run_1/gate_families.png
Bar = 50 um.
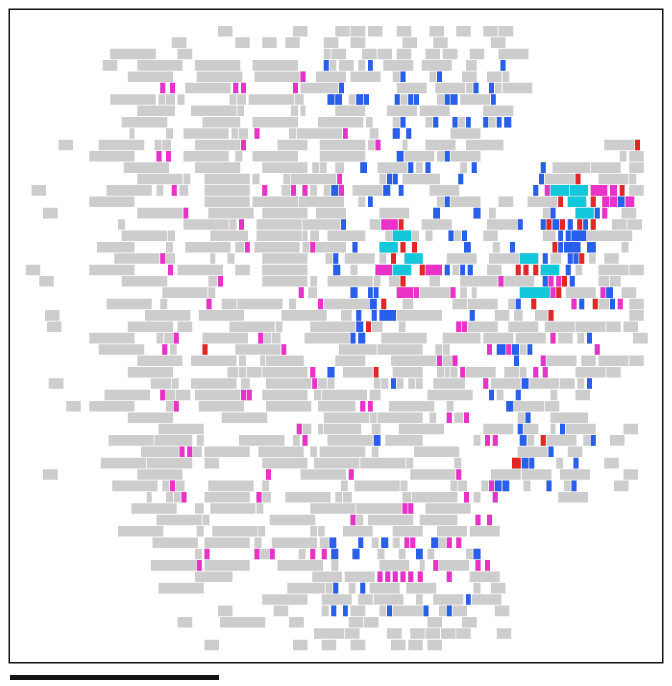
run_1/met3.png
Bar = 50 um.
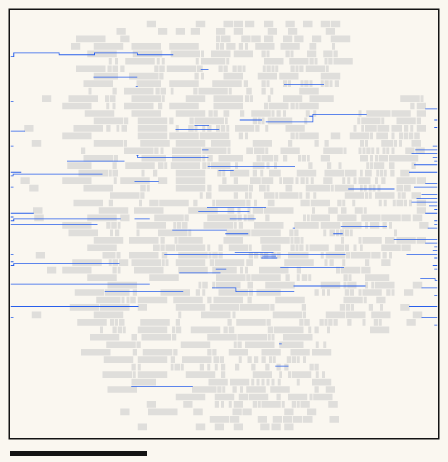
run_1/met1.png
Bar = 50 um. Supply wires on this layer in gray.
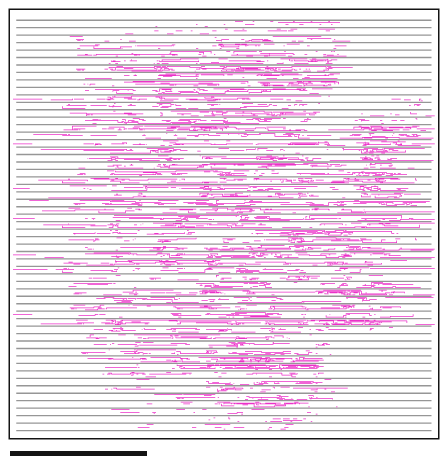
==> config.mk <==
export PLATFORM = sky130hd
export DESIGN_NAME = pid_cfg_sched_flat
export DESIGN_NICKNAME = d
export VERILOG_FILES = /design/src/rtl/pid_cfg_sched_if.sv /design/src/rtl/pid_cfg_sched.sv /design/src/flat_wrapper.sv
export SDC_FILE = /design/constraint.sdc
export NUM_CORES = 1
export LEC_CHECK = 0
export ABC_AREA = 1
export CORE_MARGIN = 2
export CORE_UTILIZATION = 35
export DETAILED_ROUTE_END_ITERATION = 8
export SETUP_SLACK_MARGIN = 0.1
export SYNTH_ARGS = -nofsm -noshare
export SYNTH_HDL_FRONTEND = slang
export SYNTH_SLANG_ARGS = --single-unit
==> constraint.sdc <==
create_clock -name clk -period 4.2 [get_ports clk]
set_input_delay 1.05 -clock clk [delete_from_list [all_inputs] [get_ports clk]]
set_output_delay 1.05 -clock clk [all_outputs]
set_load 0.02 [all_outputs]
==> ci_impl_report.md, run 1 <==
## Implementation flow summary

| Metric | Value |
|---|---|
| Dominant cell area share | `between 40% and 50%` |
| Seq pwr share | `41.9%` |
| Tcrit/Tclk final | `73.1%` |
| Switching power | `roughly 0.0021 W` |
| Std-Cell Rows | `55` |
| TritonRoute pass-1 iters | `5` |
| Maxcap violations | `0` |
| Gr ovfl total | `0` |
| Layout area overhead | `24.6%` |
| Number of global-route vias before repair | `around 5200` |
| Die Wd | `around 160 um` |
| # nets final | `880` |
| Final Worst Setup Slack | `1.13 ns` |
| RD Place Congestion | `roughly 0.77` |
| Main area contributors | `edfxtp_1 (49%), dfxtp_1 (20%), o21ai_0 (5.1%)` |
| Cts hold-fix bufs | `0` |
| Most numerous logic cells after layout | `edfxtp_1 (132), clkdlybuf4s50_1 (108), nor2_1 (106), nand2_1 (92), o21ai_0 (83)` |
| Yosys warns | `0` |
| Total die area | `24400 sq um` |
| Share of layout cells above drive strength 1 | `slightly below 7%` |
| H-tree depth | `1` |
| Least-Margin Pin Slew | `0.706 ns` |
| Top_reg_cell synth | `edfxtp_1` |
| Status | `finished, final reports clean` |
| Comb pwr share | `between 20% and 30%` |
Back to the opening pictures, gate_families.png:
legend:
  blue:
    family: NAND gates
    cells: 134
    most_used: nand2_1
  red:
    family: inverters
    cells: 31
    most_used: inv_1
    where: right middle
  magenta:
    family: NOR gates
    cells: 115
    most_used: nor2_1
  cyan:
    family: adder and majority cells
    cells: 11
    most_used: ha_1
Post-Layout Cell Count: 1131
most frequent logic cell in the layout: edfxtp_1
Comb/total area: 21.3%

Back to the opening pictures, met3.png:
main direction: horizontal
longest straight run: 65.8 um
Routed Wire Length: 18800 um
via count: 5555
M3 GR Usage: 3.28%

Back to the opening pictures, met1.png:
share of all routed wire: 47%
main direction: horizontal
M1 GR Usage: 22.0%

==> run 1: worst max-delay path, cell delays in order (launching register included) <==
cell and delay, ns:
dfxtp_1 0.35, inv_1 0.09, ha_1 0.27, inv_1 0.10, nand2_1 0.05, nor2_1 0.08
clkdlybuf4s50_1 0.60
==> run 1: metal layers <==
metal,vias to the layer above,track usage (%)
li1,2737,-
met1,2672,22.0
met2,117,24.0
met3,25,3.28
met4,4,3.49
met5,-,0
==> run 1: per-stage QoR <==
step           total power, W  std cells  util (%)
2_1_floorplan         0.00391        730         -
3_3_place_gp          0.00452       1089      41.5
3_5_place_dp          0.00454       1089      41.5
4_1_cts               0.00639       1130      44.5
5_1_grt               0.00669       1130      44.5
6_report              0.00632       1131      44.5
==> run 1: cell families after synthesis <==
family / count (synthesis) / synth area share, %
compound gates: 177 / 11.5
xor+xnor: 1 / 0.108
flops: 214 / 69.3
buf+inv: 77 / 4.61
fa+ha+maj: 11 / 1.79
simple gates: 250 / 12.7
==> run 1: cell type report <==
class	instances	area (sq um)	share of cell area [%]
sequential	214	5610	55.6
multi-input combinational	439	2140	21.3
timing repair buffer	120	1170	11.6
clock buffer	30	612	6.07
tap	285	357	3.54
inverter	31	119	1.18
clock inverter	11	75.1	0.745
antenna	1	2.50	0.0248
==> run 1: power groups by stage <==
| stage | logic (W) | clock network [W] | registers (W) |
|---|---|---|---|
| after global routing | 0.00203 | 0.00198 | 0.00268 |
| after floorplan | 0.00110 | 0 | 0.00281 |
| after global placement | 0.00183 | 0 | 0.00269 |
| after detailed placement | 0.00184 | 0 | 0.00270 |
| final | 0.00184 | 0.00184 | 0.00265 |
| after CTS | 0.00185 | 0.00188 | 0.00265 |
==> run 1: synthesized netlist by cell type, types with 2 or more instances <==
cell type	instances
a21oi_1	60
buf_2	16
nand2_4	2
inv_2	2
nor2_1	110
buf_1	3
buf_4	4
buf_6	6
clkbuf_1	16
dfxtp_1	82
o21ai_0	83
nand2_1	92
ha_1	10
inv_1	28
nor3_1	3
o22ai_1	32
edfxtp_1	132
nand3_1	37
run_1/final_congestion.png
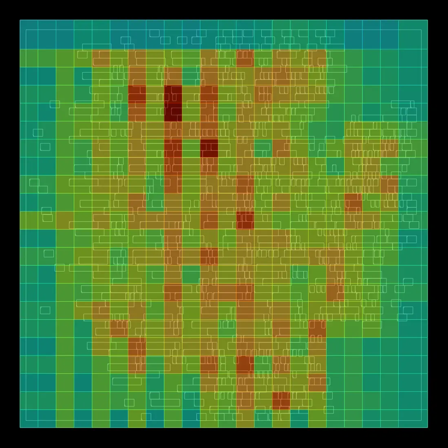

==> run 2, diff against run 1 <==
==> constraint.sdc (replaced) <==
create_clock -name clk -period 2.6 [get_ports clk]
set_input_delay 0.65 -clock clk [delete_from_list [all_inputs] [get_ports clk]]
set_output_delay 0.65 -clock clk [all_outputs]
set_load 0.02 [all_outputs]
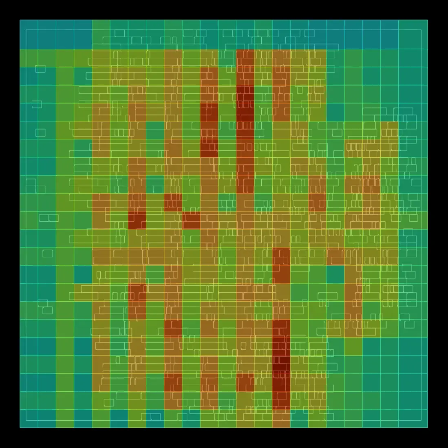
run_2/final_congestion.png
final core occ: 46.0%
grt peak-use layer: met2
Global Route Usage Sum: 15.8%
met2 global-route usage: 24.7%
M1 GR Usage: 21.9%

==> ci_impl_report.md, run 2 <==
## Implementation flow summary

| Metric | Value |
|---|---|
| Switching power | `0.00355 W (was 0.00212 W)` |
| Top cells by count | `edfxtp_1 (132), nor2_1 (110), nand2_1 (92) (unchanged)` |
| Comb pwr share | `29.5% (was 29.1%)` |
| Top-count cell post-synth | `edfxtp_1 (unchanged)` |
| Kind of cell adding the most delay to the critical path | `buffers and inverters (unchanged)` |
| RD Place Congestion | `0.789 (was 0.770)` |
| Dominant cell area share | `49.0% (unchanged)` |
| Slowest cell on crit path | `dfxtp_1 (was clkdlybuf4s50_1)` |
| Total die area | `24400 sq um (unchanged)` |
| Status | `finished, final reports clean (unchanged)` |
| Most numerous logic cells after layout | `edfxtp_1 (132), clkdlybuf4s50_1 (107), nor2_1 (105), nand2_1 (91), o21ai_0 (83) (was edfxtp_1 (132), clkdlybuf4s50_1 (108), nor2_1 (106), nand2_1 (92), o21ai_0 (83))` |
| Share of layout cells above drive strength 1 | `9.44% (was 6.75%)` |
| Pwr Total | `0.0109 W (was 0.00632 W)` |
| Worst path most repeated cell | `inv_1 (unchanged)` |
| Max incr delay on CP | `0.35 ns (was 0.60 ns)` |
| Std-Cell Rows | `55 (unchanged)` |
| Number of global-route vias before repair | `5314 (was 5176)` |
| Most frequent logic cell in the layout | `edfxtp_1 (unchanged)` |
| Maxcap violations | `0 (unchanged)` |
| Via count | `5537 (was 5555)` |
| Antenna cells | `0 (was 1)` |
| Critical path depth | `6 (unchanged)` |
| # nets final | `892 (was 880)` |
| Yosys warns | `0 (unchanged)` |
| Main area contributors | `edfxtp_1 (49%), dfxtp_1 (20%), o21ai_0 (5.1%) (unchanged)` |
| Layout area overhead | `28.7% (was 24.6%)` |
| Seq pwr share | `38.8% (was 41.9%)` |
| H-tree depth | `1 (unchanged)` |
| Least-Margin Pin Slew | `0.653 ns (was 0.706 ns)` |
| Top_reg_cell synth | `edfxtp_1 (unchanged)` |
run 2: cell counts after synthesis:
No cell type changed its count.
run 2: layer usage:
| layer | track usage [%] | wire length (um) | vias to the layer above |
|---|---|---|---|
| li1 | - | - | 2752 |
| met1 | 21.9 | 8830 | 2608 |
| met2 | 24.7 | 8540 | 148 |
| met3 | 3.97 | 1270 | 27 |
| met4 | 4.37 | 369 | 2 |
| met5 | 0 | 13 | - |
run 2: cell families after synthesis:
group	share of synthesized area, %
simple gates	12.7
flops	69.3
compound gates	11.5
buf+inv	4.61
fa+ha+maj	1.79
xor+xnor	0.108
run 2: what timing repair did:
action,CTS,global route
hold buffers,0,0
hold endpoints to repair,0,0
endpoints found under the setup margin,1,0
gates resized,1,0
buffers inserted,0,0
run 2: worst register-to-register path, delay by kind of cell (launching register included):
kind | cells | cell delay [ns]
fa+ha+maj | 4 | 1.01
flops | 1 | 0.32
compound gates | 2 | 0.32
simple gates | 3 | 0.40
buf+inv | 3 | 0.21
run 2: power by group through the flow:
stage          clock network [W]  logic [W]  registers (W)
2_1_floorplan                  0    0.00180        0.00454
3_3_place_gp                   0    0.00322        0.00431
3_5_place_dp                   0    0.00325        0.00431
4_1_cts                  0.00355    0.00325        0.00424
5_1_grt                  0.00369    0.00357        0.00429
6_report                 0.00347    0.00322        0.00424
run 2: layout make-up:
cell class	count	area [sq um]	area share (%)
clock buffers	27	611	5.86
clock inverters	15	206	1.98
inverters	31	119	1.14
multi-input cells	439	2170	20.8
flip-flops and latches	214	5610	53.8
well taps	285	357	3.42
repair buffers	132	1350	12.9
run 2: stage by stage:
stage,hold WS (ns),std cells,TNS (ns),utilization (%),setup WS (ns)
finish,0.427,1143,0,46.0,0.247
detailed placement,0.441,1101,-1.99,42.4,-0.176
global route,0.422,1143,0,46.0,0.142
global placement,0.440,1101,-1.26,42.4,-0.167
floorplan,0.436,730,-49.24,-,-0.373
CTS,0.407,1143,0,46.0,0.229
Power is estimated from default activity; no workload was simulated.
